`config.mk`:
```
export PLATFORM = sky130hd
export DESIGN_NAME = alu_seq_flat
export DESIGN_NICKNAME = d
export VERILOG_FILES = /design/src/rtl/alu_seq_if.sv /design/src/rtl/alu_seq.sv /design/src/flat_wrapper.sv
export SDC_FILE = /design/constraint.sdc
export NUM_CORES = 1
export LEC_CHECK = 0
export ABC_AREA = 0
export CAP_MARGIN = 20
export CORE_UTILIZATION = 55
export CTS_CLUSTER_SIZE = 12
export DETAILED_ROUTE_END_ITERATION = 8
export HOLD_SLACK_MARGIN = 0.03
export PLACE_DENSITY = 0.81
export SLEW_MARGIN = 15
export SYNTH_ARGS = -nofsm -noshare
export SYNTH_HDL_FRONTEND = slang
export SYNTH_SLANG_ARGS = --single-unit
```
`constraint.sdc`:
```
create_clock -name clk -period 4.5 [get_ports clk]
set_input_delay 0.9 -clock clk [delete_from_list [all_inputs] [get_ports clk]]
set_output_delay 0.9 -clock clk [all_outputs]
set_load 0.02 [all_outputs]
```
`src/rtl/alu_seq_if.sv`:
```
// Request/response bundle for alu_seq.
// Handshake: a request is taken on a rising edge where in_valid && in_ready;
// opcode and operands only need to be stable in that cycle. in_valid is
// ignored while in_ready is low. out_valid is a one-cycle pulse marking that
// reg_out/reg_out_hi/SREG were updated by a completing operation.
interface alu_seq_if #(
  parameter int WIDTH = 8
);
  logic             in_valid;
  logic             in_ready;
  logic [3:0]       function_select_lines;
  logic [WIDTH-1:0] operandA;
  logic [WIDTH-1:0] operandB;
  logic [WIDTH-1:0] reg_out;
  logic [WIDTH-1:0] reg_out_hi;
  logic [3:0]       SREG;
  logic             out_valid;

  modport master (
    output in_valid, function_select_lines, operandA, operandB,
    input  in_ready, reg_out, reg_out_hi, SREG, out_valid
  );

  modport slave (
    input  in_valid, function_select_lines, operandA, operandB,
    output in_ready, reg_out, reg_out_hi, SREG, out_valid
  );
endinterface

```
`src/rtl/alu_seq.sv`:
```
// Sequential ALU: single-cycle arithmetic/logic ops plus a multi-cycle
// unsigned shift-add multiplier. SREG = {V, N, C, Z}.
module alu_seq #(
  parameter int WIDTH = 8
) (
  input  logic     clk,
  input  logic     rst_n,
  alu_seq_if.slave bus,
  output logic     state_dbg
);

  localparam int CW = $clog2(WIDTH) + 1;

  localparam logic [3:0] OP_ADD = 4'b0001;
  localparam logic [3:0] OP_SUB = 4'b0010;
  localparam logic [3:0] OP_ADC = 4'b0011;
  localparam logic [3:0] OP_SBC = 4'b0100;
  localparam logic [3:0] OP_CMP = 4'b0101;
  localparam logic [3:0] OP_OR  = 4'b0110;
  localparam logic [3:0] OP_AND = 4'b0111;
  localparam logic [3:0] OP_XOR = 4'b1000;
  localparam logic [3:0] OP_NOT = 4'b1001;
  localparam logic [3:0] OP_SHL = 4'b1010;
  localparam logic [3:0] OP_SHR = 4'b1011;
  localparam logic [3:0] OP_MUL = 4'b1100;

  typedef enum logic {IDLE = 1'b0, MUL_BUSY = 1'b1} state_e;

  state_e             state_q, state_d;
  logic [CW-1:0]      cnt_q;
  logic [2*WIDTH-1:0] acc_q, mcand_q, acc_next;
  logic [WIDTH-1:0]   mplier_q;
  logic [WIDTH-1:0]   res_q, res_hi_q;
  logic [3:0]         sreg_q;
  logic               out_valid_q;
  logic               accept, mul_done;

  logic [3:0]         op;
  logic [WIDTH-1:0]   a, b;
  logic [WIDTH:0]     sum;
  logic [WIDTH-1:0]   alu_res;
  logic               alu_wr, flag_zn, cin_use;
  logic [3:0]         alu_flags;

  assign op        = bus.function_select_lines;
  assign a         = bus.operandA;
  assign b         = bus.operandB;
  assign accept    = bus.in_valid && bus.in_ready;

  assign bus.in_ready   = (state_q == IDLE);
  assign bus.reg_out    = res_q;
  assign bus.reg_out_hi = res_hi_q;
  assign bus.SREG       = sreg_q;
  assign bus.out_valid  = out_valid_q;
  assign state_dbg      = (state_q == MUL_BUSY);

  // One partial-product step: add the shifted multiplicand when the current
  // multiplier bit is set.
  assign acc_next = acc_q + (mplier_q[0] ? mcand_q : '0);

  // FSM state register.
  always_ff @(posedge clk) begin
    if (!rst_n) state_q <= IDLE;
    else        state_q <= state_d;
  end

  // FSM next state; MUL finishes on the WIDTH-th busy edge (cnt = WIDTH-1).
  always_comb begin
    state_d  = state_q;
    mul_done = 1'b0;
    case (state_q)
      IDLE:     if (accept && op == OP_MUL) state_d = MUL_BUSY;
      MUL_BUSY: begin
        if (cnt_q == CW'(WIDTH - 1)) begin
          state_d  = IDLE;
          mul_done = 1'b1;
        end
      end
      default:  state_d = IDLE;
    endcase
  end

  // Single-cycle datapath: result, write enable and flags for the opcode
  // presented this cycle. Carry-in comes from the currently registered SREG.
  always_comb begin
    sum       = '0;
    alu_res   = '0;
    alu_wr    = 1'b0;
    flag_zn   = 1'b0;
    alu_flags = 4'b0000;
    cin_use   = sreg_q[1] && (op == OP_ADC || op == OP_SBC);
    case (op)
      OP_ADD, OP_ADC: begin
        sum          = {1'b0, a} + {1'b0, b} + {{WIDTH{1'b0}}, cin_use};
        alu_res      = sum[WIDTH-1:0];
        alu_wr       = 1'b1;
        flag_zn      = 1'b1;
        alu_flags[1] = sum[WIDTH];
        alu_flags[3] = (a[WIDTH-1] == b[WIDTH-1]) && (sum[WIDTH-1] != a[WIDTH-1]);
      end
      OP_SUB, OP_SBC, OP_CMP: begin
        sum          = {1'b0, a} - {1'b0, b} - {{WIDTH{1'b0}}, cin_use};
        alu_res      = sum[WIDTH-1:0];
        alu_wr       = (op != OP_CMP);
        flag_zn      = 1'b1;
        alu_flags[1] = sum[WIDTH];
        alu_flags[3] = (a[WIDTH-1] != b[WIDTH-1]) && (sum[WIDTH-1] != a[WIDTH-1]);
      end
      OP_OR:  begin alu_res = a | b; alu_wr = 1'b1; flag_zn = 1'b1; end
      OP_AND: begin alu_res = a & b; alu_wr = 1'b1; flag_zn = 1'b1; end
      OP_XOR: begin alu_res = a ^ b; alu_wr = 1'b1; flag_zn = 1'b1; end
      OP_NOT: begin alu_res = ~a;    alu_wr = 1'b1; flag_zn = 1'b1; end
      OP_SHL: begin
        alu_res      = a << 1;
        alu_wr       = 1'b1;
        flag_zn      = 1'b1;
        alu_flags[1] = a[WIDTH-1];
      end
      OP_SHR: begin
        alu_res      = a >> 1;
        alu_wr       = 1'b1;
        flag_zn      = 1'b1;
        alu_flags[1] = a[0];
      end
      default: ;
    endcase
    if (flag_zn) begin
      alu_flags[0] = (alu_res == '0);
      alu_flags[2] = alu_res[WIDTH-1];
    end
  end

  // Result/status registers and multiplier datapath; outputs only move on a
  // single-cycle accept or on MUL completion.
  always_ff @(posedge clk) begin
    if (!rst_n) begin
      res_q       <= '0;
      res_hi_q    <= '0;
      sreg_q      <= 4'b0000;
      out_valid_q <= 1'b0;
      cnt_q       <= '0;
      acc_q       <= '0;
      mcand_q     <= '0;
      mplier_q    <= '0;
    end else begin
      out_valid_q <= 1'b0;
      if (accept) begin
        if (op == OP_MUL) begin
          cnt_q    <= '0;
          acc_q    <= '0;
          mcand_q  <= {{WIDTH{1'b0}}, a};
          mplier_q <= b;
        end else begin
          out_valid_q <= 1'b1;
          sreg_q      <= alu_flags;
          if (alu_wr) res_q <= alu_res;
        end
      end else if (state_q == MUL_BUSY) begin
        acc_q    <= acc_next;
        mcand_q  <= mcand_q << 1;
        mplier_q <= mplier_q >> 1;
        cnt_q    <= cnt_q + 1'b1;
        if (mul_done) begin
          {res_hi_q, res_q} <= acc_next;
          sreg_q      <= {2'b00, (acc_next[2*WIDTH-1:WIDTH] != '0), (acc_next == '0)};
          out_valid_q <= 1'b1;
        end
      end
    end
  end

endmodule
```
`src/flat_wrapper.sv`:
```
// flat-port wrapper written by rule: the top's interface ports become plain ports
module alu_seq_flat 
#(
  parameter int WIDTH = 8
)
  (clk, rst_n, state_dbg, bus_in_valid, bus_function_select_lines, bus_operandA, bus_operandB, bus_in_ready, bus_reg_out, bus_reg_out_hi, bus_SREG, bus_out_valid);
  alu_seq_if #(.WIDTH(WIDTH)) bus_i ();
  input  logic clk;
  input  logic rst_n;
  output logic state_dbg;
  input wire logic [$bits(bus_i.in_valid)-1:0] bus_in_valid;
  input wire logic [$bits(bus_i.function_select_lines)-1:0] bus_function_select_lines;
  input wire logic [$bits(bus_i.operandA)-1:0] bus_operandA;
  input wire logic [$bits(bus_i.operandB)-1:0] bus_operandB;
  output wire logic [$bits(bus_i.in_ready)-1:0] bus_in_ready;
  output wire logic [$bits(bus_i.reg_out)-1:0] bus_reg_out;
  output wire logic [$bits(bus_i.reg_out_hi)-1:0] bus_reg_out_hi;
  output wire logic [$bits(bus_i.SREG)-1:0] bus_SREG;
  output wire logic [$bits(bus_i.out_valid)-1:0] bus_out_valid;
  assign bus_i.in_valid = bus_in_valid;
  assign bus_i.function_select_lines = bus_function_select_lines;
  assign bus_i.operandA = bus_operandA;
  assign bus_i.operandB = bus_operandB;
  assign bus_in_ready = bus_i.in_ready;
  assign bus_reg_out = bus_i.reg_out;
  assign bus_reg_out_hi = bus_i.reg_out_hi;
  assign bus_SREG = bus_i.SREG;
  assign bus_out_valid = bus_i.out_valid;
  alu_seq #(.WIDTH(WIDTH)) u_core (.clk(clk), .rst_n(rst_n), .bus(bus_i), .state_dbg(state_dbg));
endmodule
```
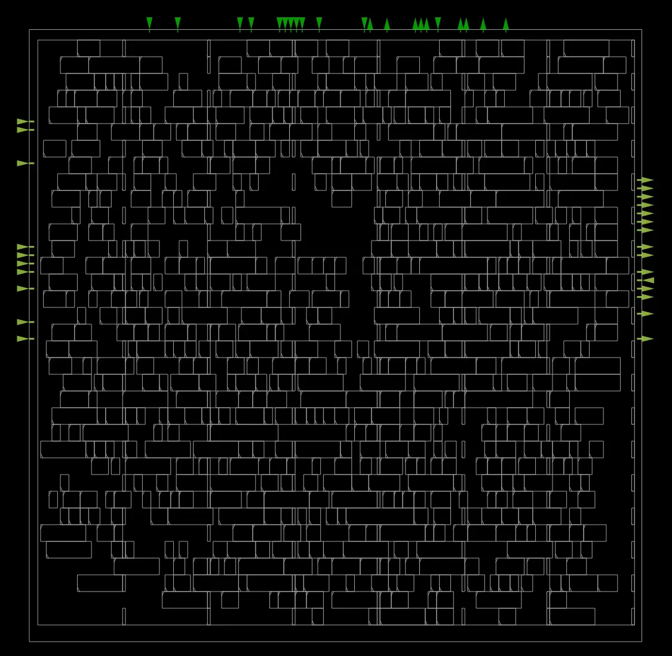
*Cell outlines without signal wires, run 1*
site row count: 35
Seq/total area: 0.218
Well Taps: 129
Layout Cells excl Fill: 852

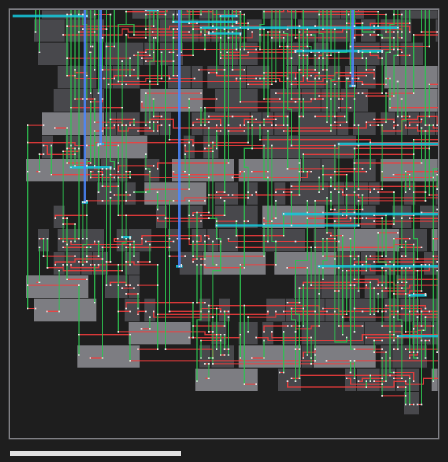
*Layout detail, run 1*
The bar under the picture is 20 um long. Region (0, 0) to (50, 50) um. Cells in gray, sequential cells in the stronger gray; small squares are vias.
Cyan is M3. Red is M1. Blue is M4. Green is M2.
Netlist names of flops here include `u_core.mplier_q` (8), `u_core.mcand_q` (7), `u_core.acc_q` (6). Sequential cells in the window: 21. Most frequent: nor2_1 (24), dfxtp_1 (21), o21ai_0 (18). 169 logic cells have their middle in the window.

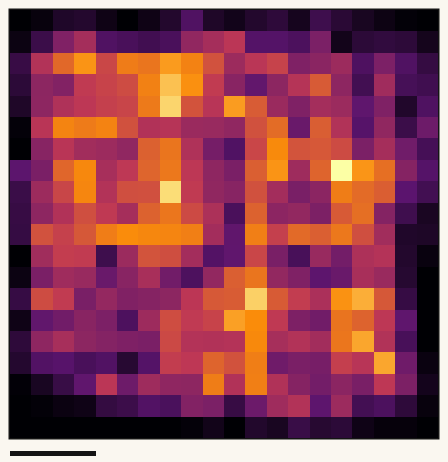
*Routed metal per tile, run 1*
The bar under the picture is 20 um long. The die is cut into 20 by 20 equal tiles; black is low, pale yellow is high, scaled to the fullest tile. Values are wire area over tile area, all layers added.
The fullest tile reaches 0.66. The mean over all tiles is 0.25. 30% of the tiles are over half the peak. The emptiest ninth of the die: bottom left. 6.8% of the tiles are nearly empty.

==> flow_summary.json, run 1 <==
{
  "grt-ovfl-total": 0,
  "clockBufferDepth": 2,
  "core_area_sq_mm": 0.00924,
  "outcome": "completed",
  "cts.sinks": 66,
  "hold_ws_ns": 0.459,
  "yosysWarnings": 0,
  "synth_area_sq_mm": 0.00524,
  "ir_drop_mv": 0.174,
  "edf_count": 0,
  "finalNetCount": 792,
  "synthCells": 693,
  "finalClockPeriodUsage": 0.885,
  "numCtsBuffers": 9,
  "track_usage": 0.312,
  "synth_area_per_cell_sq_um": 7.56,
  "grt_max_degree": 60,
  "antenna_found_initial": 0,
  "synth_top_cell_by_area": "dfxtp_1",
  "drc_errors": 0,
  "die_y_um": 99.6,
  "criticalPathCategory": "primary input to flip-flop",
  "finalCoreUtilization": 0.656,
  "worst-path-max-fanout": 3,
  "ff_type": "dfxtp_1",
  "skew_ns": 0.00715,
  "dr.first_iter.drc_count": 357,
  "max_stage_delay_ns": 0.50,
  "fmax_ghz": 0.251,
  "place_inst": 836,
  "area_growth_pct": 15.7,
  "synthArstFlopShare": 0,
  "yosysMostFrequentCell": "nor2_1",
  "synth_top_area_share": 0.252,
  "pre_cts_slack_ns": 0.209,
  "dieArea_sq_mm": 0.00993,
  "fp-utilization": 0.567,
  "htreeDepth": 3,
  "ant_nets": 0,
  "rsz0062_at_grt": "no",
  "drv_cap": 0,
  "clock_latency_ns": 0.33,
  "period_minus_slack_ns": 3.98,
  "ys_types": 66,
  "path_common_cell": "nand2_1",
  "synth_seq_share": 0.252,
  "drt-pass1-iter-count": 5,
  "clk_pin_slew_ns": 0.08,
  "ys_chip_area_sq_mm": 0.00524,
  "cp-end-kind": "flip-flop",
  "avgRoutedWirePerCell_um": 17.8,
  "top_cells_by_count": "80 x nor2_1, 66 x dfxtp_1, 64 x nand2_1, 59 x a21oi_1, 46 x ha_1",
  "finalHoldViolCount": 0,
  "placed_area_sq_mm": 0.00579,
  "die_w_um": 99.6,
  "finalSetupViolCount": 0,
  "rrSetupSlack_ns": 0.76,
  "ys_ff": 66,
  "syn-num-nets": 767,
  "drt-total-wl_mm": 15.2,
  "relSlewSlack": 0.500,
  "leakage_nw": 2.48,
  "timing.critical_path.buf_inv": 1
}
run 1: layout make-up:
cell class                 instances  area, sq um
clock buffer                      10          138
clock inverter                     6          138
fill                             812         3180
inverter                          35          131
multi-input combinational        549         3630
sequential                        66         1320
tap                              129          161
timing repair buffer              57          541
run 1: logic make-up (layout without fill, tap and decap cells):
group	Yosys count	after routing	synth area share
simple gates	259	259	0.244
mux	5	5	0.0119
xor+xnor	21	21	0.0351
compound gates	213	213	0.272
fa+ha+maj	51	51	0.129
flops	66	66	0.252
buf+inv	78	108	0.0563
run 1: worst paths after layout:
path                              end  cells after the start                         start
max reg2reg        u_core.bus.SREG[0]                     11            u_core.mplier_q[0]
max             u_core.bus.reg_out[7]                     14  bus_function_select_lines[0]
min          u_core.bus.reg_out_hi[3]                      2      u_core.bus.reg_out_hi[3]
min reg2reg  u_core.bus.reg_out_hi[3]                      2      u_core.bus.reg_out_hi[3]
run 1: per-layer routing:
metal | GRT usage | wire [um] | vias to the layer above | part of all wire
met2 | 0.525 | 7320 | 200 | 0.48
li1 | - | - | 2549 | -
met4 | 0.150 | 518 | 0 | 0.034
met3 | 0.0506 | 820 | 34 | 0.054
met5 | 0 | 0 | - | 0
met1 | 0.390 | 6520 | 2495 | 0.43
run 1: sequential cells by signal, indices dropped and copies added, names as in the netlist:
| register | flops |
|---|---|
| u_core.acc_q | 16 |
| u_core.mcand_q | 16 |
| u_core.bus.reg_out | 8 |
| u_core.bus.reg_out_hi | 8 |
| u_core.mplier_q | 8 |
| u_core.bus.SREG | 4 |
| u_core.cnt_q | 4 |
| u_core.bus.out_valid | 1 |
| u_core.state_dbg | 1 |
run 1: report_power, final:
group | switching [mW] | internal (mW)
Clock | 0.243 | 0.442
Combinational | 0.201 | 0.137
Sequential | 0.0105 | 0.599
Total | 0.454 | 1.18
### Cells colored by class, run 1

Fill, decap, tap and diode cells in gray.
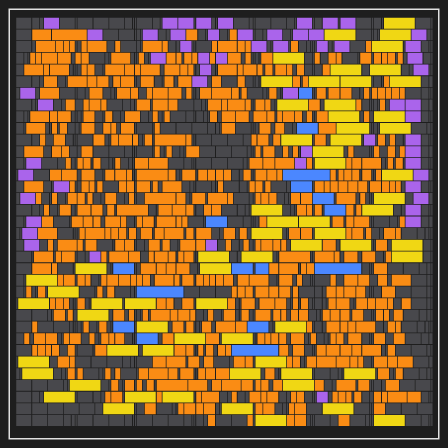

==> inputs of run 2 (changes only) <==
Settings changed: CORE_MARGIN set to 2, CORE_UTILIZATION 55 to 45, GPL_TIMING_DRIVEN set to 0, PLACE_DENSITY 0.81 to 0.69.
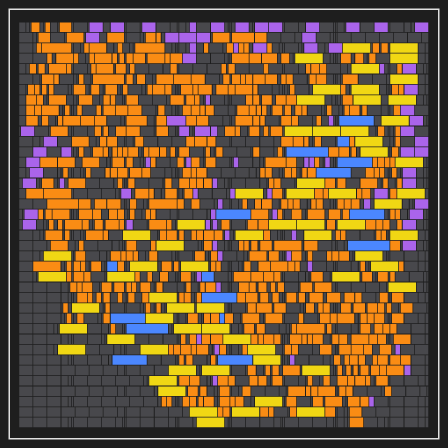
*Cells colored by class, run 2*
Fill, decap, tap and diode cells in gray.
Blue is clock drivers and dummy loads, cells 16, share of their area 5.6%. Yellow is sequential cells, cells 66, share of their area 22%. Orange is remaining logic cells, cells 584, share of their area 62%. Purple is remaining buffers and delay cells, cells 88, share of their area 10%.

==> run 2 against run 1 <==
Power is 9.3% higher. Synthesized cell count stayed put. Largest cell class unchanged. Critical path type unchanged. Clock power up 18%. Sequential power about the same.
==> flow_summary.json, run 2 <==
{
  "powerComb_mw": 0.366,
  "vias_per_cell": 6.00,
  "die_w_um": 112,
  "layout.cells.non_filler": 897,
  "pwr-share-clk": 0.453,
  "synth_area_per_cell_sq_um": 7.56,
  "wl_met3_mm": 1.09,
  "power-top-group": "clock",
  "clock_latency_ns": 0.33,
  "switching_power_mw": 0.497,
  "ys_types": 66,
  "grt_max_degree": 14,
  "p_clk_mw": 0.808,
  "seq_power_mw": 0.610,
  "use_met1": 0.363,
  "pre_cts_slack_ns": -1.11,
  "period_minus_slack_ns": 4.21,
  "htreeDepth": 3,
  "clockBufferDepth": 2,
  "finalClockPeriodUsage": 0.935,
  "finalHoldViolCount": 0,
  "cts.sinks": 66,
  "drv_cap": 0,
  "numCtsBuffers": 9,
  "intPower_mw": 1.29,
  "worst-path-max-fanout": 10,
  "finalSetupViolCount": 0,
  "area_growth_pct": 20.2,
  "drt-pass1-iter-count": 5,
  "setup_ws_ns": 0.292,
  "grt-ovfl-total": 0,
  "ff_type": "dfxtp_1",
  "ir_drop_mv": 0.274,
  "cp-end-kind": "flip-flop",
  "relSlewSlack": 0.480,
  "ys_ff": 66,
  "fmax_ghz": 0.238,
  "synthArstFlopShare": 0,
  "hold_ws_ns": 0.453,
  "ys_chip_area_sq_mm": 0.00524,
  "skew_ns": 0.00815,
  "die_y_um": 112,
  "edf_count": 0,
  "fp-utilization": 0.461,
  "gr-max-usage-layer": "met2",
  "yosysMostFrequentCell": "nor2_1",
  "antenna_found_initial": 0,
  "top_cells_by_count": "80 x nor2_1, 66 x dfxtp_1, 64 x nand2_1, 59 x a21oi_1, 46 x ha_1",
  "reg_top3": "u_core.acc_q x16, u_core.mcand_q x16",
  "synth_top_area_share": 0.252,
  "criticalPathCategory": "primary input to flip-flop",
  "synthCells": 693,
  "p_comb_frac": 0.205,
  "warning_count": 42,
  "rsz0062_at_grt": "no",
  "core_area_sq_mm": 0.0114,
  "avgRoutedWirePerCell_um": 18.6,
  "yosysWarnings": 0,
  "finalNetCount": 823,
  "grt.met3_usage": 0.0479,
  "leakage_nw": 2.55,
  "synth_area_sq_mm": 0.00524,
  "top_layer": "met4",
  "track_usage": 0.263,
  "p_seq_frac": 0.342,
  "drc_errors": 0,
  "synth_seq_share": 0.252,
  "ant_nets": 0,
  "placed_area_sq_mm": 0.00587,
  "rows": 39,
  "dieArea_sq_mm": 0.0125,
  "outcome": "completed",
  "p_sw_frac": 0.279,
  "dr.first_iter.drc_count": 488,
  "place_inst": 881,
  "wl_met2_mm": 7.38,
  "met2_usage": 0.412,
  "drt-total-wl_mm": 16.7
}
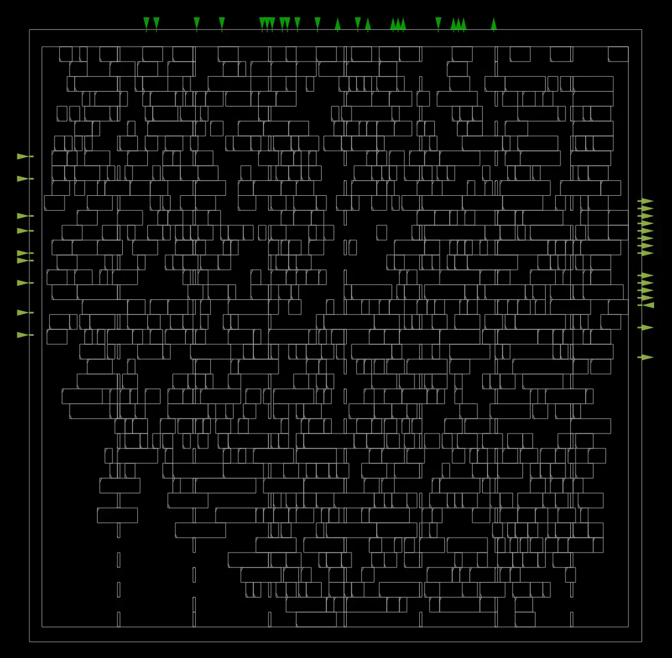
*Cell outlines without signal wires, run 2*
fillcell total: 1,099
Core Util, Final: 0.554

-- run 2: per-stage QoR --
step / total power [mW] / util
after global placement: 0.960 / 0.516
after detailed placement: 0.965 / 0.516
after CTS: 1.78 / 0.551
after floorplan: 0.840 / -
after global routing: 1.86 / 0.554
final: 1.78 / 0.554
-- run 2: cell families (layout without fill, tap and decap cells) --
family	count (synthesis)	after routing	share of synthesized area
muxes	5	5	0.0119
and+or+nand+nor	259	259	0.244
DFF	66	66	0.252
buffers and inverters	78	139	0.0563
adders and majority gates	51	51	0.129
AOI/OAI and AO/OA	213	213	0.272
xor gates and xnor gates	21	21	0.0351
-- run 2: worst max-delay path, stage by stage --
cell             delay [ns]
clkdlybuf4s50_1        0.61
clkbuf_2               0.30
nand3b_1               0.27
buf_4                  0.16
inv_1                  0.04
fa_1                   0.42
a21oi_1                0.22
nor2_1                 0.07
a211o_1                0.34
o31ai_4                0.27
xnor2_1                0.15
a221oi_2               0.31
nor2_1                 0.11
o221a_2                0.25
-- run 2: repair_timing --
item                       in CTS  in global routing
pin swaps                       1                  1
resized                        17                 15
setup buffers                   1                  0
hold buffers                    0                  0
setup endpoints to repair      11                  8
-- run 2: path summary, 6_finish.rpt --
check	to	from	slack, ns	cells after the start
setup / recovery	u_core.bus.reg_out[7]	bus_function_select_lines[3]	0.29	14
hold / removal	u_core.bus.reg_out_hi[1]	u_core.bus.reg_out_hi[1]	0.45	2
setup reg to reg	u_core.bus.SREG[0]	u_core.mplier_q[0]	0.87	12
hold reg to reg	u_core.bus.reg_out_hi[1]	u_core.bus.reg_out_hi[1]	0.45	2
-- run 2: layout make-up --
type,count,area [sq um]
fillers,1099,5070
multi-input cells,549,3690
flip-flops and latches,66,1320
repair buffers,46,450
clock buffers,10,229
plain buffers,42,188
well taps,143,179
inverters,35,131
clock inverters,6,115
### Where the registers sit, run 2

Other sequential cells in the stronger gray, the rest of the logic in the fainter gray.
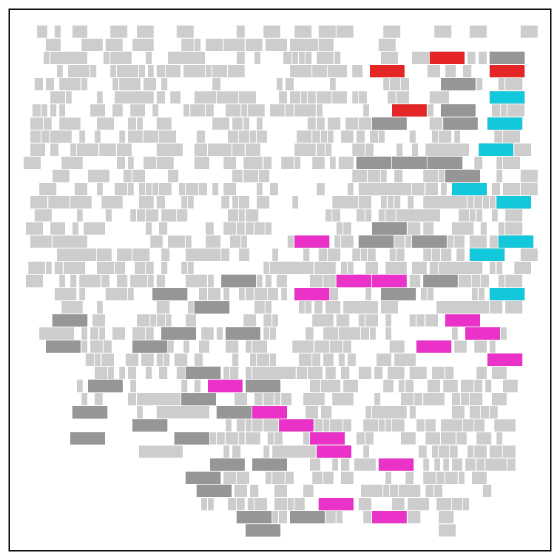

==> inputs of run 3 (changes only) <==
Settings changed: CORE_UTILIZATION 45 to 42, PLACE_DENSITY 0.69 to 0.65.
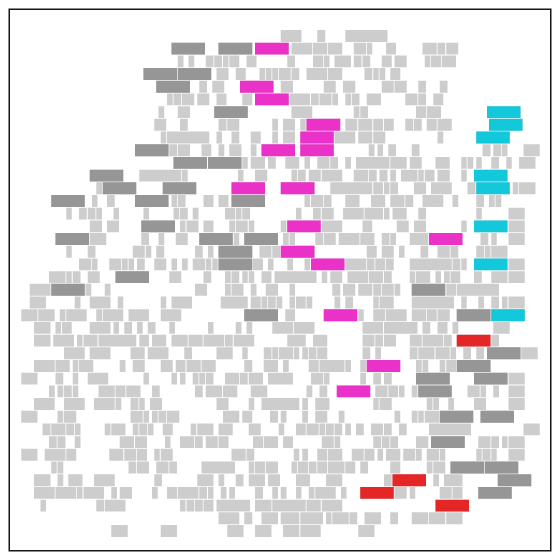
*Where the registers sit, run 3*
Other sequential cells in the stronger gray, the rest of the logic in the fainter gray.
Cyan is `u_core.bus.reg_out_hi`, flops 8. Magenta is `u_core.acc_q`, flops 16. Red is `u_core.bus.SREG`, flops 4, where bottom right.
Another 38 sequential cells are not colored.

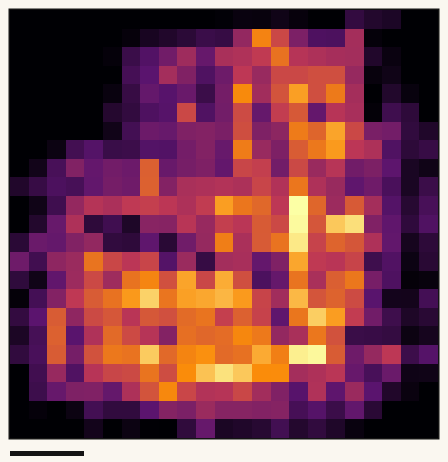
*Routed metal per tile, run 3*
The bar under the picture is 20 um long. The die is cut into 23 by 23 equal tiles; black is low, pale yellow is high, scaled to the fullest tile. Values are wire area over tile area, all layers added.
The fullest tile reaches 0.61. The emptiest ninth of the die: top left. 27% of the tiles are over half the peak. The densest ninth of the die: bottom middle.

==> run 3 against run 2 <==
Non-clock buffer count down 1. Die area increased by 6.9%. Routed wire length shrank 0.81%. Maximum frequency shrank 4.2%. Combinational power hardly changed. Worst hold slack barely moved. Sequential share of layout area grew 0.19 points. Clock skew fell by 0.0021 ns. Worst setup slack lost 0.18 ns. Power down 7.3%. Area after synthesis unchanged. Critical path depth grew 2. Critical endpoint unchanged.
==> flow_summary.json, run 3 <==
{
  "layout.cells.non_filler": 921,
  "finalSetupViolCount": 0,
  "track_usage": 0.250,
  "area_growth_pct": 19.1,
  "clock_latency_ns": 0.34,
  "top_cells_by_count": "80 x nor2_1, 66 x dfxtp_1, 64 x nand2_1, 59 x a21oi_1, 46 x ha_1",
  "xor_share": 0.0351,
  "die_y_um": 116,
  "antenna_found_initial": 0,
  "adder_share": 0.129,
  "ys_chip_area_sq_mm": 0.00524,
  "wl_met1_mm": 7.82,
  "switching_power_mw": 0.531,
  "dieArea_sq_mm": 0.0134,
  "fp-utilization": 0.433,
  "ys_sh_aoi": 0.272,
  "leakage_nw": 2.50,
  "warning_count": 42,
  "outcome": "completed",
  "place_inst": 906,
  "grt_max_degree": 15,
  "p_seq_frac": 0.368,
  "yosysWarnings": 0,
  "pwr-share-clk": 0.413,
  "grt.met3_usage": 0.0450,
  "setup_ws_ns": 0.107,
  "met2_usage": 0.380,
  "period_minus_slack_ns": 4.39,
  "wl_met3_mm": 1.19,
  "pre_cts_slack_ns": -1.13,
  "synthCells": 693,
  "startpoint": "bus_function_select_lines[2]",
  "p_sw_frac": 0.321,
  "crit_family": "AND-OR/OR-AND gates",
  "synthArstFlopShare": 0,
  "ff_type": "dfxtp_1",
  "core_area_sq_mm": 0.0121,
  "edf_count": 0,
  "avgRoutedWirePerCell_um": 17.9,
  "drc_errors": 0,
  "ys_types": 66,
  "postCtsSetupRepairBufs": 0,
  "synth_area_sq_mm": 0.00524,
  "use_met1": 0.364,
  "simple_gate_area_frac": 0.244,
  "ant_nets": 0,
  "ctsResizeCount": 14,
  "finalNetCount": 822,
  "numCtsBuffers": 9,
  "relSlewSlack": 0.276,
  "mux_area_frac": 0.0119,
  "logic_area_sq_mm": 0.00366,
  "skew_ns": 0.00600,
  "worstHoldStart": "u_core.bus.reg_out_hi[5]",
  "intPower_mw": 1.12,
  "drt-total-wl_mm": 16.5,
  "top_layer": "met4",
  "finalClockPeriodUsage": 0.976,
  "cts.sinks": 66
}
-- run 3: cell counts after synthesis --
Identical to the previous run, type by type.
-- run 3: final timing paths --
path,cells past startpoint,slack [ns],endpoint
max,16,0.11,u_core.bus.reg_out[7]
min,2,0.45,u_core.bus.reg_out_hi[5]
max reg2reg,11,0.67,u_core.bus.SREG[0]
min reg2reg,2,0.45,u_core.bus.reg_out_hi[5]
-- run 3: area by class of cell --
| class | instances | share of cell area |
|---|---|---|
| sequential | 66 | 0.212 |
| buffer | 42 | 0.0303 |
| inverter | 35 | 0.0210 |
| clock inverter | 7 | 0.00962 |
| multi-input combinational | 549 | 0.587 |
| clock buffer | 9 | 0.0361 |
| timing repair buffer | 45 | 0.0706 |
| tap | 168 | 0.0337 |
-- run 3: metrics by stage --
step	TNS, ns	hold WS [ns]	power, mW	utilization	instance area, sq um
after detailed placement	-8.75	0.446	0.963	0.487	5900
after global placement	-9.17	0.446	0.959	0.487	5900
after CTS	0	0.454	1.65	0.514	6220
after floorplan	0	0.429	0.840	-	5240
final	0	0.453	1.65	0.515	6240
after global routing	-0.0110	0.479	1.72	0.515	6240
-- run 3: worst register-to-register path, stage by stage (launching register included) --
cell,delay (ns)
dfxtp_1,0.44
clkbuf_1,0.30
and2_1,0.24
ha_1,0.33
a2111oi_1,0.54
o21ai_1,0.23
a41oi_1,0.29
xnor2_1,0.17
or4_1,0.45
nor4_2,0.39
nand4_1,0.19
a31oi_1,0.20
-- run 3: power by group through the flow --
stage	Clock (mW)	Combinational, mW	Sequential [mW]
2_1_floorplan	0	0.210	0.630
3_3_place_gp	0	0.339	0.620
3_5_place_dp	0	0.342	0.621
4_1_cts	0.690	0.349	0.608
5_1_grt	0.716	0.393	0.610
6_report	0.682	0.363	0.608
Power and IR drop assume default switching activity.
